==> src/rtl/cdbus_phy_pkg.sv <==
// Shared types and helpers for the cdbus line-side stage.
package cdbus_phy_pkg;

   typedef enum logic [1:0] {
      StIdle  = 2'd0,
      StDrive = 2'd1,
      StHold  = 2'd2
   } tx_state_e;

   // Bits needed to hold 0..max_val, never less than one.
   function automatic int unsigned cnt_width(input int unsigned max_val);
      return (max_val < 2) ? 1 : $clog2(max_val + 1);
   endfunction

endpackage

==> src/rtl/cdbus_phy_bus_if.sv <==
// Core-side and transceiver-side signals of the cdbus line stage.
interface cdbus_phy_bus_if;
   logic tx;
   logic tx_en;
   logic rx;
   logic bus_rx_raw;
   logic bus_tx;
   logic bus_de;
   logic collision;

   modport master (
      output tx, tx_en, bus_rx_raw,
      input  rx, bus_tx, bus_de, collision
   );

   modport slave (
      input  tx, tx_en, bus_rx_raw,
      output rx, bus_tx, bus_de, collision
   );
endinterface

==> src/rtl/cdbus_rx_filter.sv <==
// Synchronises the asynchronous bus input and removes pulses shorter than FILT_LEN cycles.
module cdbus_rx_filter
   import cdbus_phy_pkg::*;
#(
   parameter int unsigned SYNC_STAGES = 2,
   parameter int unsigned FILT_LEN    = 3
) (
   input  logic clk,
   input  logic reset,
   input  logic bus_rx_raw_i,
   output logic rx_filt_o
);

   localparam int unsigned CntW = cnt_width(FILT_LEN);

   logic [SYNC_STAGES-1:0] sync_q;
   logic                   s;
   logic                   rx_filt_q, rx_filt_d;
   logic [CntW-1:0]        cnt_q, cnt_d;

   assign s = sync_q[SYNC_STAGES-1];

   always_comb begin
      rx_filt_d = rx_filt_q;
      cnt_d     = '0;
      if (s != rx_filt_q) begin
         if (cnt_q == CntW'(FILT_LEN - 1)) begin
            rx_filt_d = s;
         end else begin
            cnt_d = cnt_q + CntW'(1);
         end
      end
   end

   always_ff @(posedge clk) begin
      if (reset) begin
         sync_q    <= '1;
         rx_filt_q <= 1'b1;
         cnt_q     <= '0;
      end else begin
         sync_q    <= {sync_q[SYNC_STAGES-2:0], bus_rx_raw_i};
         rx_filt_q <= rx_filt_d;
         cnt_q     <= cnt_d;
      end
   end

   assign rx_filt_o = rx_filt_q;

endmodule

==> src/rtl/cdbus_phy_if.sv <==
// cdbus line stage: rx deglitch, DE generation with post-transmit hold, collision flag.
module cdbus_phy_if
   import cdbus_phy_pkg::*;
#(
   parameter int unsigned SYNC_STAGES = 2,
   parameter int unsigned FILT_LEN    = 3,
   parameter int unsigned HOLD_CYC    = 8,
   parameter int unsigned COLL_DLY    = 6
) (
   input  logic            clk,
   input  logic            reset,
   cdbus_phy_bus_if.slave  phy
);

   localparam int unsigned HoldW     = cnt_width(HOLD_CYC);
   localparam int unsigned HoldLoadI = (HOLD_CYC == 0) ? 0 : HOLD_CYC - 1;

   tx_state_e           state_q, state_d;
   logic [HoldW-1:0]    hcnt_q, hcnt_d;
   logic                bus_tx_q, bus_tx_d;
   logic                bus_de_q, bus_de_d;
   logic [COLL_DLY-1:0] tx_pipe_q, drv_pipe_q;
   logic [COLL_DLY:0]   tx_tap, drv_tap;
   logic                rx_filt;
   logic                mism, mism_q, coll_q;

   cdbus_rx_filter #(
      .SYNC_STAGES (SYNC_STAGES),
      .FILT_LEN    (FILT_LEN)
   ) u_rx_filter (
      .clk          (clk),
      .reset        (reset),
      .bus_rx_raw_i (phy.bus_rx_raw),
      .rx_filt_o    (rx_filt)
   );

   always_ff @(posedge clk) begin
      if (reset) begin
         state_q <= StIdle;
         hcnt_q  <= '0;
      end else begin
         state_q <= state_d;
         hcnt_q  <= hcnt_d;
      end
   end

   // A re-asserted tx_en in HOLD wins over hold expiry, so DE never drops.
   always_comb begin
      state_d = state_q;
      hcnt_d  = hcnt_q;
      unique case (state_q)
         StIdle: begin
            if (phy.tx_en) state_d = StDrive;
         end
         StDrive: begin
            if (!phy.tx_en) begin
               if (HOLD_CYC == 0) begin
                  state_d = StIdle;
               end else begin
                  state_d = StHold;
                  hcnt_d  = HoldW'(HoldLoadI);
               end
            end
         end
         StHold: begin
            if (phy.tx_en) begin
               state_d = StDrive;
            end else if (hcnt_q == '0) begin
               state_d = StIdle;
            end else begin
               hcnt_d = hcnt_q - HoldW'(1);
            end
         end
         default: state_d = StIdle;
      endcase
   end

   always_comb begin
      bus_de_d = (state_d != StIdle);
      bus_tx_d = (state_d == StDrive) ? phy.tx : 1'b1;
   end

   // Delay the driven bit so it lines up with its own echo through the filter.
   assign tx_tap  = {tx_pipe_q, bus_tx_q};
   assign drv_tap = {drv_pipe_q, (state_q == StDrive)};
   assign mism    = drv_pipe_q[COLL_DLY-1] & (tx_pipe_q[COLL_DLY-1] != rx_filt);

   always_ff @(posedge clk) begin
      if (reset) begin
         bus_tx_q   <= 1'b1;
         bus_de_q   <= 1'b0;
         tx_pipe_q  <= '1;
         drv_pipe_q <= '0;
         mism_q     <= 1'b0;
         coll_q     <= 1'b0;
      end else begin
         bus_tx_q   <= bus_tx_d;
         bus_de_q   <= bus_de_d;
         tx_pipe_q  <= tx_tap[COLL_DLY-1:0];
         drv_pipe_q <= drv_tap[COLL_DLY-1:0];
         mism_q     <= mism;
         coll_q     <= mism & ~mism_q;
      end
   end

   assign phy.rx        = phy.tx_en ? phy.tx : rx_filt;
   assign phy.bus_tx    = bus_tx_q;
   assign phy.bus_de    = bus_de_q;
   assign phy.collision = coll_q;

endmodule

==> src/flat_wrapper.sv <==
// flat-port wrapper written by rule: the top's interface ports become plain ports
module cdbus_phy_if_flat import cdbus_phy_pkg::*;
#(
   parameter int unsigned SYNC_STAGES = 2,
   parameter int unsigned FILT_LEN    = 3,
   parameter int unsigned HOLD_CYC    = 8,
   parameter int unsigned COLL_DLY    = 6
)
  (clk, reset, phy_tx, phy_tx_en, phy_bus_rx_raw, phy_rx, phy_bus_tx, phy_bus_de, phy_collision);
  cdbus_phy_bus_if phy_i ();
  input  logic clk;
  input  logic reset;
  input wire logic [$bits(phy_i.tx)-1:0] phy_tx;
  input wire logic [$bits(phy_i.tx_en)-1:0] phy_tx_en;
  input wire logic [$bits(phy_i.bus_rx_raw)-1:0] phy_bus_rx_raw;
  output wire logic [$bits(phy_i.rx)-1:0] phy_rx;
  output wire logic [$bits(phy_i.bus_tx)-1:0] phy_bus_tx;
  output wire logic [$bits(phy_i.bus_de)-1:0] phy_bus_de;
  output wire logic [$bits(phy_i.collision)-1:0] phy_collision;
  assign phy_i.tx = phy_tx;
  assign phy_i.tx_en = phy_tx_en;
  assign phy_i.bus_rx_raw = phy_bus_rx_raw;
  assign phy_rx = phy_i.rx;
  assign phy_bus_tx = phy_i.bus_tx;
  assign phy_bus_de = phy_i.bus_de;
  assign phy_collision = phy_i.collision;
  cdbus_phy_if #(.SYNC_STAGES(SYNC_STAGES), .FILT_LEN(FILT_LEN), .HOLD_CYC(HOLD_CYC), .COLL_DLY(COLL_DLY)) u_core (.clk(clk), .reset(reset), .phy(phy_i));
endmodule
==> config.mk <==
export PLATFORM = sky130hd
export DESIGN_NAME = cdbus_phy_if_flat
export DESIGN_NICKNAME = d
export VERILOG_FILES = /design/src/rtl/cdbus_phy_pkg.sv /design/src/rtl/cdbus_phy_bus_if.sv /design/src/rtl/cdbus_rx_filter.sv /design/src/rtl/cdbus_phy_if.sv /design/src/flat_wrapper.sv
export SDC_FILE = /design/constraint.sdc
export NUM_CORES = 1
export LEC_CHECK = 0
export CAP_MARGIN = 5
export CORE_MARGIN = 2
export CORE_UTILIZATION = 52
export DETAILED_ROUTE_END_ITERATION = 10
export PLACE_DENSITY = 0.85
export SLEW_MARGIN = 20
export SYNTH_ARGS = -nofsm -noshare
export SYNTH_HDL_FRONTEND = slang
export SYNTH_SLANG_ARGS = --single-unit
==> constraint.sdc <==
create_clock -name clk -period 1.9 [get_ports clk]
set_input_delay 0.57 -clock clk [delete_from_list [all_inputs] [get_ports clk]]
set_output_delay 0.57 -clock clk [all_outputs]
set_load 0.02 [all_outputs]
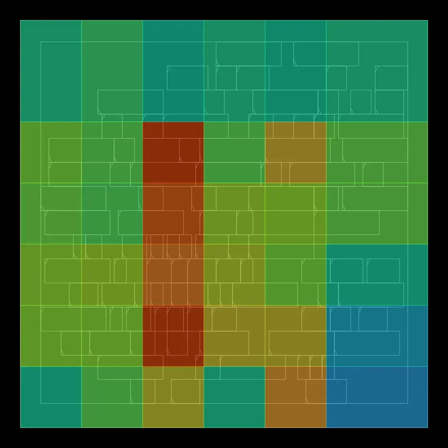
Figure 1: run 1, congestion heat map.
global-route track usage on met3: 0.03571
GR Util met2: 0.3278
final core area utilization: 0.6415
wire length per cell after detailed routing: 13.44 µm
GR Layer Usage met1: 0.1966

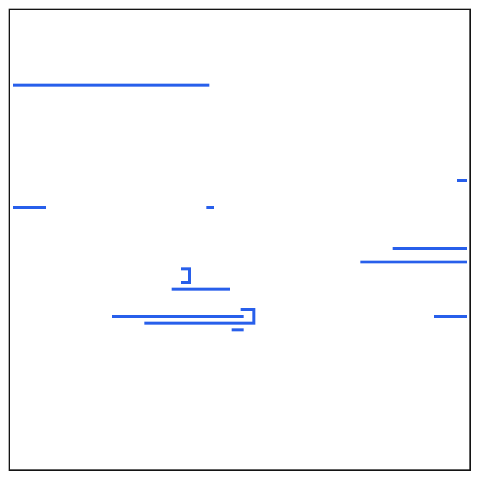
Figure 2: run 1, the metal 3 layer.
Drawn at 10 px/µm.
- nets with wire on the layer: 11
- wire length on this layer: 79.1 µm

==> results.yml, run 1 <==
# synthesis and place-and-route metrics
critical_path:
  worst-path-max-fanout: 2
  cp_num_cells: 1
  critical_path.top_delay_family: "buffers and inverters"
  worst-r2r-cell-count: 5
  reg2reg_slack_ns: 0.11
  worstSetupStartpointType: "flip-flop"
  critPathKind: "reg -> out"
  endpoint_of_the_worst_setup_timing_path: "phy_bus_tx"
  worstReg2RegEnd: "u_core.hcnt_q[3]"
  regToRegStartpoint: "u_core.hcnt_q[0]"
  critPathSlowestCell: "sky130_fd_sc_hd__clkdlybuf4s50_1"
  timing.critical_path.cells: "clkdlybuf4s50_1"
  critical_path_buf_inv_count: 1
  delay_contributed_by_the_slowest_stage_of_the_critical_path_ns: 0.60
  required_ns: 1.33
  data_arrival_critical_path_ns: 1.27
route:
  detailed_router_s_first_iteration_violation_count: 15
  routed_wirelength_um: 1573
  vias: 616
  detail_route.drc_violations: 0
  final_antenna_net_count: 0
  vias_per_cell: 5.265
  dr.pass1.iters: 4
logic_synthesis:
  synth_area_um2: 914.6
  asyncSetResetFlopFracSynth: 0
  post_synth.cell_area_avg_um2: 10.64
  post_synth_top_area_cell: "sky130_fd_sc_hd__dfxtp_1"
  top_area_frac: 0.5910
  ys_cells: 86
  synthesis.instances: 86
  post_synth_num_cell_types: 25
  ys_ff: 27
  yosysSeqAreaShare: 0.5910
  ys.warnings.count: 0
  ys_top_cells_by_area: "sky130_fd_sc_hd__dfxtp_1, sky130_fd_sc_hd__or2_2, sky130_fd_sc_hd__nor2b_1, sky130_fd_sc_hd__nor2_1, sky130_fd_sc_hd__xnor2_1"
power_and_ir_drop:
  share_clk_of_total_power: 0.268
  power_per_cell_area_nw_per_um2: 839.2
  seq_power_share: 0.647
  power.switching_fraction: 0.2287
  worst_ir_drop_on_vdd_mv: 0.6571
  share_comb_of_total_power: 0.085
  power_switching_w: 0.0002079
  power_report.internal_total_w: 0.0007014
  leakage_component_of_the_power_nw: 0.4184
grt:
  initial_antenna_violation_count: 0
  all_layer_gr_usage: 0.1758
  grt_start_max_net_pins: 18
  globalRoute.totalOverflow: 0
die:
  die_outline_height_um: 45.94
  fp-row-count: 15
  placeableCoreArea_um2: 1689
  floorplanUtilization: 0.5415
  chip_area_um2: 2110
  boundaryPins: 9
  die.size.x_um: 45.94
final_layout:
  final_standard_cell_area_without_fillers_um2: 1084
  areaGrowthSynthToFinish_pct: 18.47
  lay_top_cells: "sky130_fd_sc_hd__dfxtp_1, sky130_fd_sc_hd__or2_2, sky130_fd_sc_hd__nor2_1, sky130_fd_sc_hd__nor2b_1"
  final_layout_top_logic_cell: "sky130_fd_sc_hd__dfxtp_1"
  antennaDiodeCount: 0
timing:
  max_clock_freq_mhz: 543.9
  drv_slew: 0
  setup-violations-final: 0
  fin_worst_skew_ns: 0.003879
  fin_tns_setup_ns: 0
  setup_ws_ns: 0.06130
  grt_setup_unrepaired: "no"
  tightest_slew_margin_relative_to_the_limit: 0.8005
  final.period_utilization: 0.9677
  final-hold-violation-count: 0
clocking:
  cts-hold-fix-buffers: 0
  clock_tree_from_tritoncts: "done"
  clock_sinks: 27
  cts.repair_timing.setup_buffer_count: 0
  clock_tree.root_cell: "sky130_fd_sc_hd__clkbuf_4"
  max_buffers_root_to_sink: 2
  cts-buffers-inserted: 3
  htree_levels: 1
placed_design:
  dpl.hpwl_um: 1133
  place.port_buffers: 8
  place_worst_setup_slack_ns: -0.6237
  gp_congestion: 0.8170
run_status:
  status: "complete, no violations"
run:
  number_of_logged_tool_warnings: 26
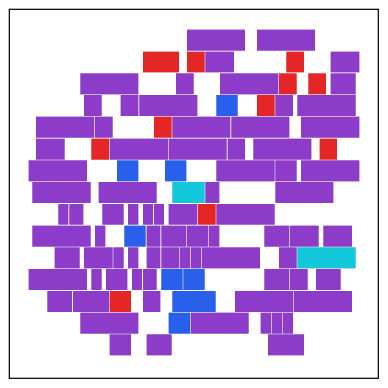
Figure 3: run 1, sizing map.
Drawn at 8 px/µm.
- x3 and x4: blue (cells 8; share 8.0%)
- x1 and smaller: purple (cells 79; share 79%; most used dfxtp_1)
- x2: red (cells 11; share 11%; most used or2_2)
- x6 and larger: cyan (cells 2; share 2.0%)

==> run 1: flip-flops by register name, summed over array words and instances, names as in the netlist <==
register / count
u_core.phy.bus_tx: 1
u_core.u_rx_filter.rx_filt_o: 1
u_core.u_rx_filter.sync_q: 2
u_core.tx_pipe_q: 6
u_core.phy.collision: 1
u_core.phy.bus_de: 1
u_core.drv_pipe_q: 6
u_core.hcnt_q: 4
u_core.u_rx_filter.cnt_q: 2
u_core.state_q: 2
u_core.mism_q: 1
==> run 1: cell usage after synthesis (2+ instances only) <==
cell type and n:
sky130_fd_sc_hd__or2_2 9, sky130_fd_sc_hd__nor2_1 8, sky130_fd_sc_hd__clkbuf_1 2, sky130_fd_sc_hd__inv_1 5, sky130_fd_sc_hd__o21ai_1 2, sky130_fd_sc_hd__nor2b_1 7
sky130_fd_sc_hd__ha_1 2, sky130_fd_sc_hd__nand2_1 2, sky130_fd_sc_hd__dfxtp_1 27, sky130_fd_sc_hd__xnor2_1 3, sky130_fd_sc_hd__a21o_1 2, sky130_fd_sc_hd__or3_1 2
sky130_fd_sc_hd__nor3_1 3
==> run 1: cell type report <==
type | count | area, µm²
multi-input cells | 52 | 351.6
clock inverters | 1 | 7.507
clock buffers | 3 | 22.52
flip-flops and latches | 27 | 540.5
fillers | 149 | 605.6
well taps | 17 | 21.27
inverters | 5 | 18.77
repair buffers | 12 | 121.4
==> run 1: per-layer routing <==
metal	up-vias	wire length (µm)
met5	-	0
met2	20	806
met4	0	12
met3	2	79
li1	313	-
met1	281	675
==> run 1: power by group through the flow <==
stage | Sequential, W | Clock, W | Combinational (W)
6_report | 0.000589 | 0.000244 | 0.0000770
4_1_cts | 0.000589 | 0.000252 | 0.0000776
2_1_floorplan | 0.000602 | 0 | 0.0000386
3_5_place_dp | 0.000601 | 0 | 0.0000765
3_3_place_gp | 0.000600 | 0 | 0.0000730
5_1_grt | 0.000590 | 0.000283 | 0.0000842
==> run 1: worst min-delay path by stage <==
stage	from	end	slack, ns	cells past startpoint
2_1_floorplan	u_core.mism_q	u_core.phy.collision	0.37	1
3_3_place_gp	u_core.mism_q	u_core.phy.collision	0.37	1
3_5_place_dp	u_core.mism_q	u_core.phy.collision	0.38	1
4_1_cts	u_core.mism_q	u_core.phy.collision	0.40	1
5_1_grt	u_core.mism_q	u_core.phy.collision	0.43	1
6_report	u_core.mism_q	u_core.phy.collision	0.40	1
==> run 1: metrics by stage <==
step,std cells,total power [W],hold slack [ns]
after floorplan,86,0.0006406,0.3674
after global placement,113,0.0006734,0.3718
after detailed placement,113,0.0006774,0.3823
after CTS,117,0.0009184,0.4018
after global routing,117,0.0009575,0.4281
final,117,0.0009093,0.4002
==> run 1: logic make-up (layout without fill, tap and decap cells) <==
| logic type | Yosys count | count (layout) | synth area share |
|---|---|---|---|
| AOI/OAI and AO/OA | 11 | 11 | 0.09987 |
| xor gates and xnor gates | 3 | 3 | 0.02873 |
| adders and majority gates | 2 | 2 | 0.02736 |
| buffers and inverters | 7 | 21 | 0.02873 |
| DFF | 27 | 27 | 0.5910 |
| muxes | 1 | 1 | 0.01231 |
| and+or+nand+nor | 35 | 35 | 0.2120 |
Figure 4. Gate families picked out (run 1).
Drawn at 8 px/µm.
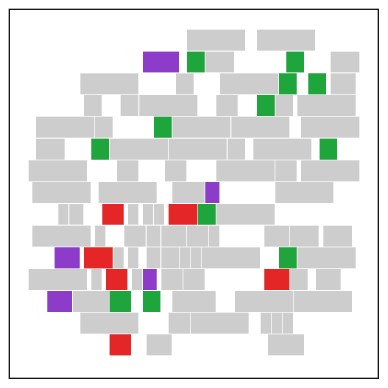

==> run 2, diff against run 1 <==
--- a/config.mk
+++ b/config.mk
@@ -7,10 +7,12 @@
 export LEC_CHECK = 0
 export CAP_MARGIN = 5
 export CORE_MARGIN = 2
-export CORE_UTILIZATION = 52
+export CORE_UTILIZATION = 57
+export CTS_BUF_LIST = sky130_fd_sc_hd__clkbuf_2 sky130_fd_sc_hd__clkbuf_4 sky130_fd_sc_hd__clkbuf_8
 export DETAILED_ROUTE_END_ITERATION = 10
-export PLACE_DENSITY = 0.85
+export PLACE_DENSITY = 0.9
 export SLEW_MARGIN = 20
 export SYNTH_ARGS = -nofsm -noshare
 export SYNTH_HDL_FRONTEND = slang
+export SYNTH_HIERARCHICAL = 1
 export SYNTH_SLANG_ARGS = --single-unit
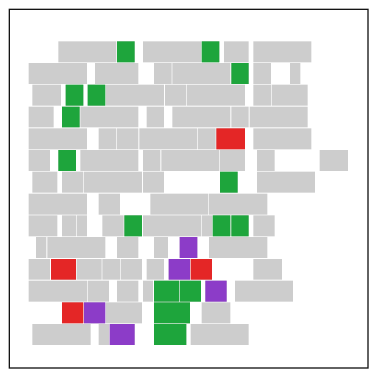
Figure 5: run 2, gate families picked out.
Drawn at 8 px/µm.
- and/or cells: green (cells 15)
- aoi and oai cells: purple (cells 5; where bottom middle)
- non-inverting ao/oa cells: red (cells 4)

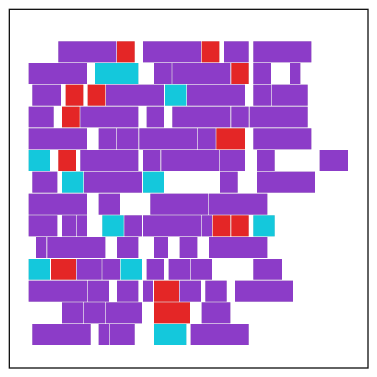
Figure 6: run 2, sizing map.
Drawn at 8 px/µm.
- x2: red (cells 13; share 14%; most used or2_2)
- x3 and x4: cyan (cells 10; share 10%; most used buf_4)
- x1 and smaller: purple (cells 73; share 76%; most used dfxtp_1)

==> run 2 against run 1 <==
Net effect:
- total power rose by 1.5%
- clock skew fell by 0.0028 ns
- first-iteration DRC count fell by 67%
- largest power group unchanged
- highest routed layer unchanged
==> results.yml, run 2 <==
# synthesis and place-and-route metrics
clocking:
  clock_tree.root_cell: "sky130_fd_sc_hd__clkbuf_4"
  cts-buffers-inserted: 3
  worst_skew_pair.late_latency_ns: 0.31
  htree_levels: 1
  clk_pin_slew_ns: 0.14
  max_buffers_root_to_sink: 2
  clock_sinks: 27
  clock_tree_from_tritoncts: "done"
  cts.repair_timing.setup_buffer_count: 0
run:
  max_cap_viol_count: 0
  number_of_logged_tool_warnings: 26
final_layout:
  biggestRegsByFlops: "u_core/drv_pipe_q x6, u_core/tx_pipe_q x6, u_core/hcnt_q x4"
  final_core_utilization: 0.7044
  final_net_count: 104
  lay_top_cells: "sky130_fd_sc_hd__dfxtp_1, sky130_fd_sc_hd__or2_2, sky130_fd_sc_hd__nor2b_1, sky130_fd_sc_hd__clkdlybuf4s50_1, sky130_fd_sc_hd__inv_1"
  antennaDiodeCount: 0
  final_standard_cell_area_without_fillers_um2: 1074
  final_layout_top_logic_cell: "sky130_fd_sc_hd__dfxtp_1"
  fraction_of_final_layout_cells_sized_beyond_drive_strength_1: 0.2396
  areaGrowthSynthToFinish_pct: 13.94
  layout.cells.non_filler: 112
placed_design:
  placed_cells: 108
  place.port_buffers: 8
  placed_area_um2: 1045
  gp_congestion: 0.9377
  dpl.hpwl_um: 1026
route:
  dr.pass1.iters: 4
  avgRoutedWirePerCell_um: 13.20
  detailed_router_s_first_iteration_violation_count: 5
  vias_per_cell: 5.545
  routed_wirelength_um: 1478
  vias: 621
  detail_route.drc_violations: 0
  final_antenna_net_count: 0
logic_synthesis:
  synth_area_um2: 942.2
  synth.yosys.chip_area_um2: 942.2
  ys_ff: 27
  ys_top_cells_by_area: "sky130_fd_sc_hd__dfxtp_1, sky130_fd_sc_hd__or2_2, sky130_fd_sc_hd__nor2b_1, sky130_fd_sc_hd__nor3b_1, sky130_fd_sc_hd__ha_1"
  yosys.cell_count.top_type: "sky130_fd_sc_hd__dfxtp_1"
  ys_top_cells_by_count: "sky130_fd_sc_hd__dfxtp_1, sky130_fd_sc_hd__or2_2, sky130_fd_sc_hd__nor2b_1"
  top_area_frac: 0.5737
  post_synth_top_area_cell: "sky130_fd_sc_hd__dfxtp_1"
  yosysSeqAreaShare: 0.5737
  asyncSetResetFlopFracSynth: 0
  ys_cells: 84
  flop_cell: "sky130_fd_sc_hd__dfxtp_1"
  post_synth.cell_area_avg_um2: 11.22
  ys.warnings.count: 6
  synthesis.nets: 91
  post_synth_num_cell_types: 29
  synthesis.instances: 84
  edf_count: 0
critical_path:
  data_arrival_critical_path_ns: 1.29
  required_ns: 1.33
  crit_path_end_kind: "output port"
  regToRegStartpoint: "u_core/hcnt_q[0]"
  worstReg2RegEnd: "u_core/hcnt_q[3]"
  critPathKind: "in -> out"
  startpoint: "phy_tx_en"
  worst-r2r-cell-count: 5
  worstSetupStartpointType: "primary input"
  reg2reg_slack_ns: 0.19
  worst-path-max-fanout: 2
  endpoint_of_the_worst_setup_timing_path: "phy_rx"
timing:
  setup-violations-final: 0
  max_clock_freq_mhz: 537.0
  drv_slew: 0
  final_period_minus_worst_setup_slack_ns: 1.862
  grt_setup_unrepaired: "no"
  tightest_slew_margin_relative_to_the_limit: 0.7222
  final-hold-violation-count: 0
  fin_worst_skew_ns: 0.001108
  worstMarginPinSlew_ns: 0.4062
  final.period_utilization: 0.9801
power_and_ir_drop:
  design_power_total_w: 0.0009230
  worst_ir_drop_on_vdd_mv: 0.6363
  power_per_cell_area_nw_per_um2: 859.8
  leakage_component_of_the_power_nw: 0.4192
die:
  boundaryPins: 9
  floorplanUtilization: 0.6182
  die_outline_height_um: 44.66
  die.size.x_um: 44.66
  fp-row-count: 14
  chip_area_um2: 1994
  placeableCoreArea_um2: 1524
worst_hold_path:
  worstHoldPathCells: 1
  hold_path_class: "reg -> reg"
grt:
  globalRoute.totalOverflow: 0
  grt_start_max_net_pins: 17
  initial_antenna_violation_count: 0
  all_layer_gr_usage: 0.1779
  number_of_global_route_vias_before_repair: 558
  grt_first_pass_wirelength_um: 2546
run_status:
  status: "complete, no violations"
## run 2: cell count changes in the layout (fill, tap and decap cells not counted), moves of 2 or more
cell | before | now
sky130_fd_sc_hd__nor2_1 | 8 | 0
sky130_fd_sc_hd__nor4_1 | 0 | 4
sky130_fd_sc_hd__nor3_1 | 3 | 0
sky130_fd_sc_hd__nor3b_1 | 1 | 4
sky130_fd_sc_hd__and3_1 | 0 | 2
sky130_fd_sc_hd__nand3_1 | 0 | 2
sky130_fd_sc_hd__o21ai_1 | 2 | 0
sky130_fd_sc_hd__o31ai_1 | 0 | 2
sky130_fd_sc_hd__or3_1 | 2 | 0
## run 2: repair_timing
item                                    in CTS  in global routing
resized                                      8                  0
endpoints found under the setup margin       2                  0
hold buffers                                 0                  0
## run 2: where the power goes
part           internal [W]   total, W  leakage (nW)  switching (W)
clock network     0.0000803   0.000244        0.0139       0.000164
logic             0.0000442  0.0000832         0.185      0.0000390
registers          0.000583   0.000595         0.220      0.0000120
## run 2: how the worst min path moves through the flow
stage / startpoint / to / slack [ns]
after CTS: u_core/mism_q / u_core/phy.collision / 0.40
final: u_core/mism_q / u_core/phy.collision / 0.40
after global routing: u_core/mism_q / u_core/phy.collision / 0.42
after global placement: u_core/mism_q / u_core/phy.collision / 0.37
after detailed placement: u_core/mism_q / u_core/phy.collision / 0.38
after floorplan: u_core/mism_q / u_core/phy.collision / 0.37
## run 2: cell families after synthesis
group / after synthesis / share of synthesized area
AOI/OAI and AO/OA: 9 / 0.07571
xor gates and xnor gates: 3 / 0.02789
adders and majority gates: 2 / 0.02656
buffers and inverters: 8 / 0.04116
DFF: 27 / 0.5737
muxes: 1 / 0.01195
and+or+nand+nor: 34 / 0.2430
## run 2: routing by layer
| layer | share of wire | track usage | vias up |
|---|---|---|---|
| li1 | - | - | 315 |
| met1 | 0.49 | 0.2338 | 290 |
| met2 | 0.46 | 0.2754 | 14 |
| met3 | 0.039 | 0.04082 | 2 |
| met4 | 0.0081 | 0.08485 | 0 |
| met5 | 0 | 0 | - |
## run 2: area by class of cell
class                           instances  area (µm²)
Clock buffer                            3       22.52
Multi-Input combinational cell         49       366.6
Inverter                                5       18.77
Fill cell                             112       450.4
Clock inverter                          1       7.507
Tap cell                               16       20.02
Timing Repair Buffer                   11       97.59
Sequential cell                        27       540.5
## run 2: worst max-delay path, cell delays in order
cell and delay (ns):
sky130_fd_sc_hd__dlygate4sd2_1 0.26, sky130_fd_sc_hd__mux2_4 0.30, sky130_fd_sc_hd__buf_4 0.16
## run 2: through the flow
step | TNS [ns] | hold WS, ns | setup slack [ns]
after floorplan | 0 | 0.3674 | 0.1274
final | 0 | 0.4014 | 0.03784
after detailed placement | -1.323 | 0.3846 | -0.6254
after CTS | 0 | 0.4040 | 0.03029
after global placement | -0.9813 | 0.3729 | -0.5772
after global routing | 0 | 0.4223 | 0.01779
Figure 7. The metal 3 layer (run 2).
Drawn at 12 px/µm.
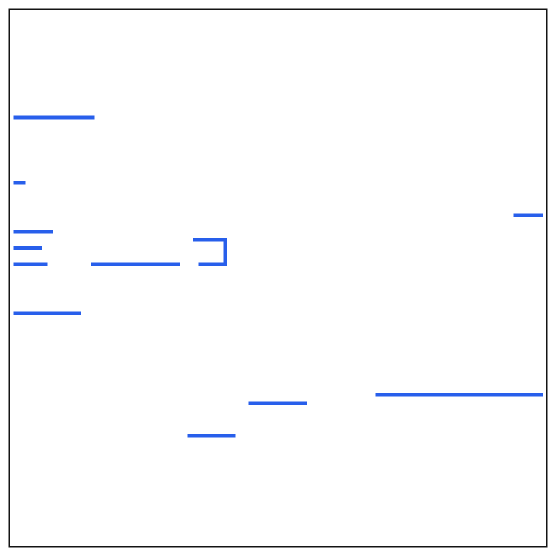

==> run 3, diff against run 2 <==
--- a/config.mk
+++ b/config.mk
@@ -7,9 +7,10 @@
 export LEC_CHECK = 0
 export CAP_MARGIN = 5
 export CORE_MARGIN = 2
-export CORE_UTILIZATION = 57
+export CORE_UTILIZATION = 63
 export CTS_BUF_LIST = sky130_fd_sc_hd__clkbuf_2 sky130_fd_sc_hd__clkbuf_4 sky130_fd_sc_hd__clkbuf_8
 export DETAILED_ROUTE_END_ITERATION = 10
+export DONT_BUFFER_PORTS = 1
 export PLACE_DENSITY = 0.9
 export SLEW_MARGIN = 20
 export SYNTH_ARGS = -nofsm -noshare
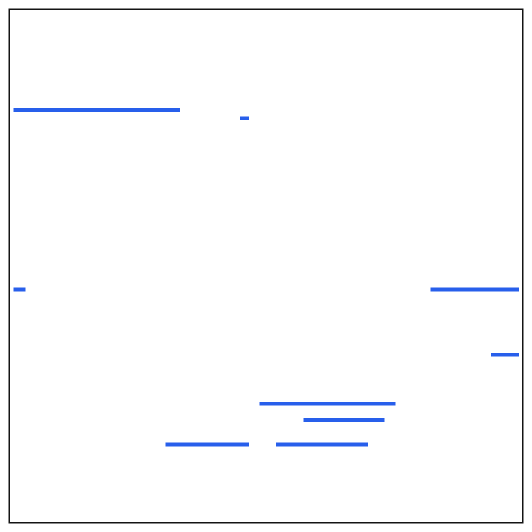
Figure 8: run 3, the metal 3 layer.
Drawn at 12 px/µm.
- wire length on this layer: 55.1 µm
- nets with wire on the layer: 8
- main direction: horizontal

==> run 3 against run 2 <==
Net effect:
- total power shrank 2.1%
- largest cell class unchanged
- final area shrank 9.6%
- non-clock buffer count down 11
- cell count shrank 11%
==> results.yml, run 3 <==
# synthesis and place-and-route metrics
power_and_ir_drop:
  leakage_component_of_the_power_nw: 0.3647
  worst_ir_drop_on_vdd_mv: 0.6900
  power_per_cell_area_nw_per_um2: 930.9
logic_synthesis:
  flop_cell: "sky130_fd_sc_hd__dfxtp_1"
  edf_count: 0
  synthesis.nets: 91
  ys_top_cells_by_area: "sky130_fd_sc_hd__dfxtp_1, sky130_fd_sc_hd__or2_2, sky130_fd_sc_hd__nor2b_1, sky130_fd_sc_hd__nor3b_1, sky130_fd_sc_hd__ha_1"
  ys_top_cells_by_count: "sky130_fd_sc_hd__dfxtp_1, sky130_fd_sc_hd__or2_2, sky130_fd_sc_hd__nor2b_1"
  yosys.cell_count.top_type: "sky130_fd_sc_hd__dfxtp_1"
  asyncSetResetFlopFracSynth: 0
  yosysSeqAreaShare: 0.5737
  synth.yosys.chip_area_um2: 942.2
  ys.warnings.count: 6
  post_synth.cell_area_avg_um2: 11.22
  post_synth_top_area_cell: "sky130_fd_sc_hd__dfxtp_1"
  synth_area_um2: 942.2
  top_area_frac: 0.5737
  post_synth_num_cell_types: 29
  synthesis.instances: 84
  ys_cells: 84
  ys_ff: 27
final_layout:
  final_net_count: 93
  biggestRegsByFlops: "u_core/drv_pipe_q x6, u_core/tx_pipe_q x6, u_core/hcnt_q x4"
  areaGrowthSynthToFinish_pct: 3.054
  antennaDiodeCount: 0
  final_layout_top_logic_cell: "sky130_fd_sc_hd__dfxtp_1"
  fraction_of_final_layout_cells_sized_beyond_drive_strength_1: 0.2235
  lay_top_cells: "sky130_fd_sc_hd__dfxtp_1, sky130_fd_sc_hd__or2_2, sky130_fd_sc_hd__nor2b_1, sky130_fd_sc_hd__inv_1"
  fillerInstances: 94
critical_path:
  worstReg2RegEnd: "u_core/hcnt_q[1]"
  worst-r2r-cell-count: 5
  critical_path.top_delay_family: "AND-OR/OR-AND gates"
  crit_path_end_kind: "flip-flop"
  critPathKind: "reg -> reg"
  timing.critical_path.cells: "inv_1 > ha_1 > or3b_2 > a2111oi_0 > a21o_1"
  reg2reg_slack_ns: 0.13
  regToRegStartpoint: "u_core/hcnt_q[0]"
  critical_path_buf_inv_count: 1
  critPathSlowestCell: "sky130_fd_sc_hd__a2111oi_0"
  worstSetupStartpointType: "flip-flop"
  required_ns: 2.19
  worst-path-max-fanout: 4
  delay_contributed_by_the_slowest_stage_of_the_critical_path_ns: 0.49
die:
  boundaryPins: 9
  fp-row-count: 13
  die.size.x_um: 42.67
  placeableCoreArea_um2: 1350
  chip_area_um2: 1821
  floorplanUtilization: 0.6979
  die_outline_height_um: 42.67
grt:
  grt_start_max_net_pins: 23
  all_layer_gr_usage: 0.2004
  globalRoute.totalOverflow: 0
  initial_antenna_violation_count: 0
  number_of_global_route_vias_before_repair: 581
  grt_first_pass_wirelength_um: 2656
timing:
  max_clock_freq_mhz: 563.6
  drv_slew: 0
  setup-violations-final: 0
  worstMarginPinSlew_ns: 0.5353
  final_period_minus_worst_setup_slack_ns: 1.774
  final.hold.worst_slack_ns: 0.2842
  fin_worst_skew_ns: 0.001886
  final-hold-violation-count: 0
  grt_setup_unrepaired: "no"
  tightest_slew_margin_relative_to_the_limit: 0.6398
  fin_tns_setup_ns: 0
clocking:
  cts.repair_timing.setup_buffer_count: 0
  clk_pin_slew_ns: 0.14
  max_buffers_root_to_sink: 2
  post_cts_resized: 0
  clock_tree_from_tritoncts: "done"
  clock_sinks: 27
  worst_skew_pair.late_latency_ns: 0.33
  htree_levels: 1
  cts-buffers-inserted: 3
route:
  detailed_router_s_first_iteration_violation_count: 9
  dr.pass1.iters: 4
  avgRoutedWirePerCell_um: 14.96
  vias_per_cell: 5.540
  final_antenna_net_count: 0
  vias: 554
  routed_wirelength_um: 1496
  detail_route.drc_violations: 0
run:
  max_cap_viol_count: 0
  number_of_logged_tool_warnings: 26
worst_hold_path:
  hold_end: "u_core/drv_pipe_q[5]"
  hold_path_class: "in -> reg"
  worstHoldPathCells: 1
  timing.hold.worst.start: "reset"
placed_design:
  place.port_buffers: 0
  gp_congestion: 0.8599
run_status:
  status: "complete, no violations"
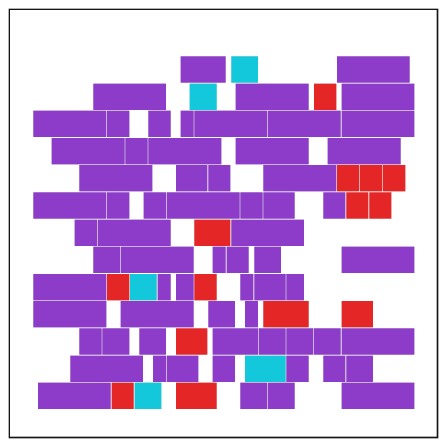
Figure 9: run 3, sizing map.
Drawn at 10 px/µm.
- x2: red (cells 14; share 16%; most used or2_2)
- x1 and smaller: purple (cells 66; share 78%; most used dfxtp_1)
- x3 and x4: cyan (cells 5; share 5.9%; most used clkbuf_4)

[run 3: layer usage]
| metal | GRT usage | vias to the layer above | wire (µm) |
|---|---|---|---|
| met5 | 0 | - | 0 |
| met4 | 0.09375 | 0 | 27 |
| met3 | 0.05106 | 2 | 55 |
| met2 | 0.3091 | 13 | 689 |
| met1 | 0.2609 | 248 | 724 |
| li1 | - | 291 | - |
[run 3: worst max-delay path by stage]
stage,slack (ns),cells after the start,start,end
finish,0.13,5,u_core/hcnt_q[0],u_core/hcnt_q[1]
CTS,0.10,5,u_core/hcnt_q[0],u_core/hcnt_q[1]
global route,0.03,5,u_core/hcnt_q[0],u_core/hcnt_q[1]
floorplan,0.13,4,phy_tx_en,u_core/hcnt_q[3]
detailed placement,0.21,5,u_core/hcnt_q[0],u_core/hcnt_q[1]
global placement,0.22,3,phy_tx_en,u_core/hcnt_q[3]
[run 3: cells by family after synthesis]
family,share of synthesized area
AND/OR/NAND/NOR,0.2430
flip-flops,0.5737
AND-OR/OR-AND,0.07571
buffers and inverters,0.04116
XOR/XNOR,0.02789
adder cells (fa/ha/maj),0.02656
multiplexers,0.01195
[run 3: power by group]
| group | total, W | internal [W] | switching (W) | leakage (nW) |
|---|---|---|---|---|
| Clock | 0.000252 | 0.0000808 | 0.000171 | 0.0139 |
| Sequential | 0.000599 | 0.000583 | 0.0000158 | 0.220 |
| Combinational | 0.0000528 | 0.0000292 | 0.0000236 | 0.131 |
[run 3: per-stage QoR]
stage                     total power [W]  cells  instance area, µm²  utilization  worst slack, ns
after floorplan                 0.0006591     84               942.2            -           0.1274
after global placement          0.0006616     96               940.9       0.6969           0.2221
after detailed placement        0.0006640     96               940.9       0.6969           0.2077
after CTS                       0.0009117    100               970.9       0.7192           0.1048
after global routing            0.0009400    100               970.9       0.7192          0.03396
final                           0.0009039    100               970.9       0.7192           0.1256
[run 3: area by class of cell]
cell class / count / area (µm²) / share of cell area
clock buffer: 3 / 22.52 / 0.02320
sequential: 27 / 540.5 / 0.5567
multi-input combinational: 49 / 362.8 / 0.3737
clock inverter: 1 / 7.507 / 0.007732
inverter: 5 / 18.77 / 0.01933
tap: 15 / 18.77 / 0.01933

==> screenshots <==
Placed cells, one colour a class.
(a)
Drawn at 10 px/µm. Fill, decap, tap and diode cells in grey.
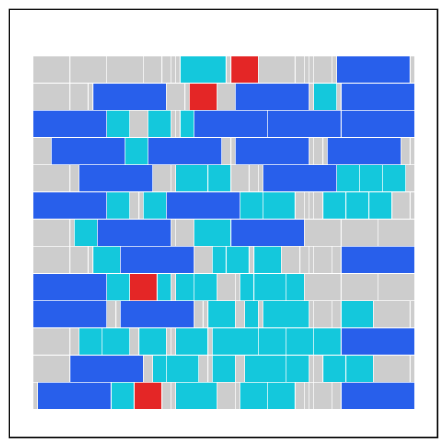
(b)
Drawn at 8 px/µm. Fill, decap, tap and diode cells in grey.
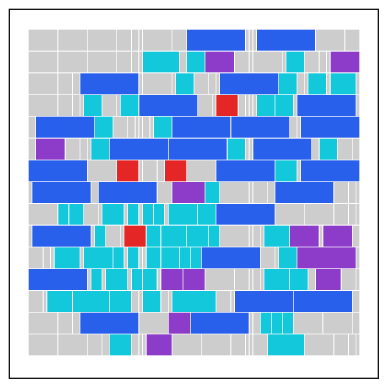
(c)
Drawn at 8 px/µm. Fill, decap, tap and diode cells in grey.
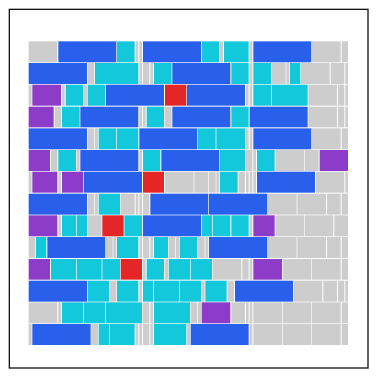
run 3 -> (a)
run 2 -> (c)
run 1 -> (b)

Power figures rest on the tool's default switching activity, not on a simulated workload.
